**Signal wires by layer**

The bar under the picture is 20 um long. Two of the layers only.
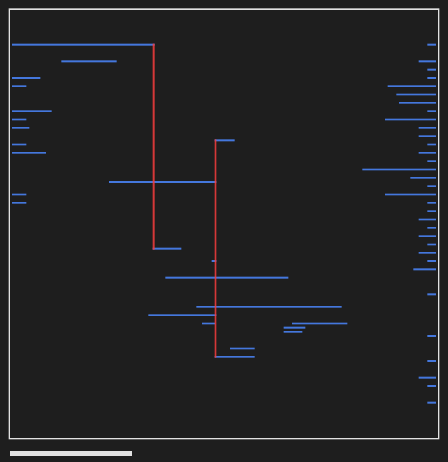
**Logic cells by family**

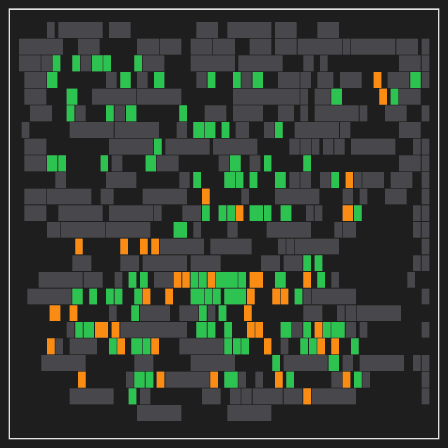
==> config.mk <==
export PLATFORM = sky130hd
export DESIGN_NAME = wb_led_key
export DESIGN_NICKNAME = d
export VERILOG_FILES = /design/src/rtl/wb_led_key.sv
export SDC_FILE = /design/constraint.sdc
export NUM_CORES = 1
export LEC_CHECK = 0
export ABC_AREA = 1
export CAP_MARGIN = 30
export CORE_UTILIZATION = 45
export DETAILED_ROUTE_END_ITERATION = 12
export PLACE_DENSITY_LB_ADDON = 0.08
export SLEW_MARGIN = 10
export SYNTH_ARGS = -nofsm -noshare
export SYNTH_HDL_FRONTEND = slang
export SYNTH_SLANG_ARGS = --single-unit
export TNS_END_PERCENT = 100
==> constraint.sdc <==
create_clock -name wb_clk_i -period 3.35 [get_ports wb_clk_i]
set_input_delay 0.67 -clock wb_clk_i [delete_from_list [all_inputs] [get_ports wb_clk_i]]
set_output_delay 0.67 -clock wb_clk_i [all_outputs]
set_load 0.01 [all_outputs]
==> src/rtl/wb_led_key.sv <==
// Wishbone slave with an 8-bit LED register and one debounced push-button key.
// Ack comes one cycle after cyc&stb; the key level settles 2 + DEBOUNCE_CYCLES cycles after a pad change.
// No backpressure: every access is acked, and back-to-back accesses complete every second cycle.
module wb_led_key #(
   parameter int DEBOUNCE_CYCLES = 240000,
   parameter int CNT_WIDTH       = 18,
   parameter bit KEY_ACTIVE_LOW  = 1'b1
) (
   input  logic        wb_clk_i,
   input  logic        wb_rst_i,
   input  logic [3:0]  wb_adr_i,
   input  logic [31:0] wb_dat_i,
   input  logic [3:0]  wb_sel_i,
   input  logic        wb_we_i,
   input  logic        wb_cyc_i,
   input  logic        wb_stb_i,
   output logic [31:0] wb_dat_o,
   output logic        wb_ack_o,
   output logic        wb_err_o,
   input  logic        key_pad_i,
   output logic [7:0]  led_o,
   output logic        irq_o
);

   // Register offsets, decoded from wb_adr_i[3:2].
   localparam logic [1:0] ADR_LED    = 2'd0;
   localparam logic [1:0] ADR_STATUS = 2'd1;
   localparam logic [1:0] ADR_EVENT  = 2'd2;
   localparam logic [1:0] ADR_CTRL   = 2'd3;

   // Counter value at which a still-differing sample flips the debounced level.
   localparam logic [CNT_WIDTH-1:0] CNT_LAST = CNT_WIDTH'(DEBOUNCE_CYCLES - 1);
   localparam logic [CNT_WIDTH-1:0] CNT_ONE  = CNT_WIDTH'(1);

   // ------------------------------------------------------------------
   // State
   // ------------------------------------------------------------------
   logic                 ack_q,    ack_d;
   logic [31:0]          rdata_q,  rdata_d;
   logic [7:0]           led_q,    led_d;
   logic [1:0]           ctrl_q,   ctrl_d;
   logic [1:0]           event_q,  event_d;
   logic                 sync1_q,  sync2_q;
   logic                 level_q,  level_d;
   logic [CNT_WIDTH-1:0] cnt_q,    cnt_d;

   // ------------------------------------------------------------------
   // Bus decode
   // ------------------------------------------------------------------
   logic       req;
   logic       start;
   logic       wr_en;
   logic [1:0] reg_sel;
   logic       sample;
   logic       rise;
   logic       fall;
   logic [1:0] ev_clr;

   assign req     = wb_cyc_i & wb_stb_i;
   // A new access begins only when no ack is outstanding, so a held strobe
   // produces an ack every second cycle.
   assign start   = req & ~ack_q;
   // Writes commit at the end of the ack cycle; only byte lane 0 carries data.
   assign wr_en   = ack_q & req & wb_we_i & wb_sel_i[0];
   assign reg_sel = wb_adr_i[3:2];

   // Bits that carry no information for this slave.
   logic unused_bits;
   assign unused_bits = ^{wb_adr_i[1:0], wb_dat_i[31:8], wb_sel_i[3:1]};

   // ------------------------------------------------------------------
   // Key path
   // ------------------------------------------------------------------
   // Two-flop synchronizer on the asynchronous pad; reset loads the released pad level.
   always_ff @(posedge wb_clk_i) begin
      if (wb_rst_i) begin
         sync1_q <= KEY_ACTIVE_LOW;
         sync2_q <= KEY_ACTIVE_LOW;
      end else begin
         sync1_q <= key_pad_i;
         sync2_q <= sync1_q;
      end
   end

   // Normalise the pad so that 1 always means pressed.
   assign sample = sync2_q ^ KEY_ACTIVE_LOW;

   // Debounce: count consecutive differing samples and flip the level once
   // DEBOUNCE_CYCLES of them have been seen; any agreeing sample restarts the count.
   always_comb begin
      cnt_d   = cnt_q;
      level_d = level_q;
      if (sample == level_q) begin
         cnt_d = '0;
      end else if (cnt_q == CNT_LAST) begin
         level_d = ~level_q;
         cnt_d   = '0;
      end else begin
         cnt_d = cnt_q + CNT_ONE;
      end
   end

   assign rise = level_d & ~level_q;
   assign fall = ~level_d & level_q;

   // Debounced level and its stability counter.
   always_ff @(posedge wb_clk_i) begin
      if (wb_rst_i) begin
         level_q <= 1'b0;
         cnt_q   <= '0;
      end else begin
         level_q <= level_d;
         cnt_q   <= cnt_d;
      end
   end

   // ------------------------------------------------------------------
   // Register file
   // ------------------------------------------------------------------
   // Next-state for LED, CTRL and the sticky EVENT bits; a hardware set wins
   // over a write-one-to-clear landing in the same cycle.
   always_comb begin
      led_d  = led_q;
      ctrl_d = ctrl_q;
      ev_clr = 2'b00;
      if (wr_en) begin
         case (reg_sel)
            ADR_LED:   led_d  = wb_dat_i[7:0];
            ADR_EVENT: ev_clr = wb_dat_i[1:0];
            ADR_CTRL:  ctrl_d = wb_dat_i[1:0];
            default:   ;
         endcase
      end
      event_d = (event_q & ~ev_clr) | {fall, rise};
   end

   // Software-visible registers.
   always_ff @(posedge wb_clk_i) begin
      if (wb_rst_i) begin
         led_q   <= 8'h00;
         ctrl_q  <= 2'b00;
         event_q <= 2'b00;
      end else begin
         led_q   <= led_d;
         ctrl_q  <= ctrl_d;
         event_q <= event_d;
      end
   end

   // ------------------------------------------------------------------
   // Handshake and read data
   // ------------------------------------------------------------------
   // Read data is snapshotted on the start cycle so it reflects the registers
   // as they were when the access began.
   always_comb begin
      ack_d   = start;
      rdata_d = rdata_q;
      if (start) begin
         case (reg_sel)
            ADR_LED:    rdata_d = {24'h0, led_q};
            ADR_STATUS: rdata_d = {31'h0, level_q};
            ADR_EVENT:  rdata_d = {30'h0, event_q};
            ADR_CTRL:   rdata_d = {30'h0, ctrl_q};
            default:    rdata_d = 32'h0;
         endcase
      end
   end

   // Ack pulse and read-data register; reset drops any access in flight.
   always_ff @(posedge wb_clk_i) begin
      if (wb_rst_i) begin
         ack_q   <= 1'b0;
         rdata_q <= 32'h0;
      end else begin
         ack_q   <= ack_d;
         rdata_q <= rdata_d;
      end
   end

   // ------------------------------------------------------------------
   // Outputs
   // ------------------------------------------------------------------
   assign wb_dat_o = rdata_q;
   assign wb_ack_o = ack_q;
   assign wb_err_o = 1'b0;
   assign led_o    = led_q;
   assign irq_o    = |(event_q & ctrl_q);

endmodule

==> run_results.csv <==
group,metric,value,unit
synth,compound_area_share,11.2,%
synth,synth_cell_types,25,
route,wl_met1,2100,um
sta,skew,0.00385,ns
finish,final_area,2510,um^2
hold_path,hold_depth,1,
route,routed.top_layer,"met4",
finish,largest_register_ffs,18,
outcome,outcome,"complete, no violations",
finish,nNonClkInverters,30,
route,dr_wl_met2,1680,um
hold_path,worstHoldEndpoint,"sync2_q",
synth,mux_share,0,%
clock_tree,cts.sinks,42,
pwr,power_density,416,nW/um^2
critical_path,end_kind,"register",
synth,ys_warn_count,0,
route,met3_length,260,um
hold_path,hold_class,"reg -> reg",
critical_path,cp_data_required_time,3.55,ns
clock_tree,path_clk_slew,0.08,ns
clock_tree,post_cts_buffers,0,
Notes on 'signal wires by layer' above:
blue -> M3  # wire length 260 um
red -> M4  # wire length 68.7 um
vias: 1792
WL final: 4110 um
average wire per standard cell: 10.8 um
Global Route Usage Sum: 18.1%

Notes on 'logic cells by family' above:
green -> nand cells  # cells 94, most used nand2_1
orange -> nor cells  # cells 40, most used nor2_1
most numerous logic cell after layout: nand2_1
multi-input combinational area share: 39.7%
Non-Filler Instances: 380

==> how the worst max path moves through the flow <==
stage                 from        end  cells past startpoint
2_1_floorplan  wb_sel_i[0]  ctrl_q[0]                      6
3_3_place_gp      wb_rst_i  cnt_q[14]                      7
3_5_place_dp      wb_rst_i  cnt_q[14]                      7
4_1_cts           wb_rst_i  cnt_q[14]                      7
5_1_grt           wb_rst_i  cnt_q[14]                      7
6_report          wb_rst_i  cnt_q[14]                      7
==> Yosys cell counts, drive strengths merged (2+ instances only) <==
library cell  count
a21oi            20
buf              28
clkbuf            2
dfxtp            42
inv              30
nand2            62
nand3            27
nand4             5
nor2             38
nor3              2
o21ai            17
or2               2
xnor2             4
xor2              5
==> power breakdown <==
group          internal, mW  switching [mW]
clock network         0.298           0.178
registers             0.502         0.00238
logic                0.0257          0.0358
Power figures rest on the tool's default switching activity, not on a simulated workload.
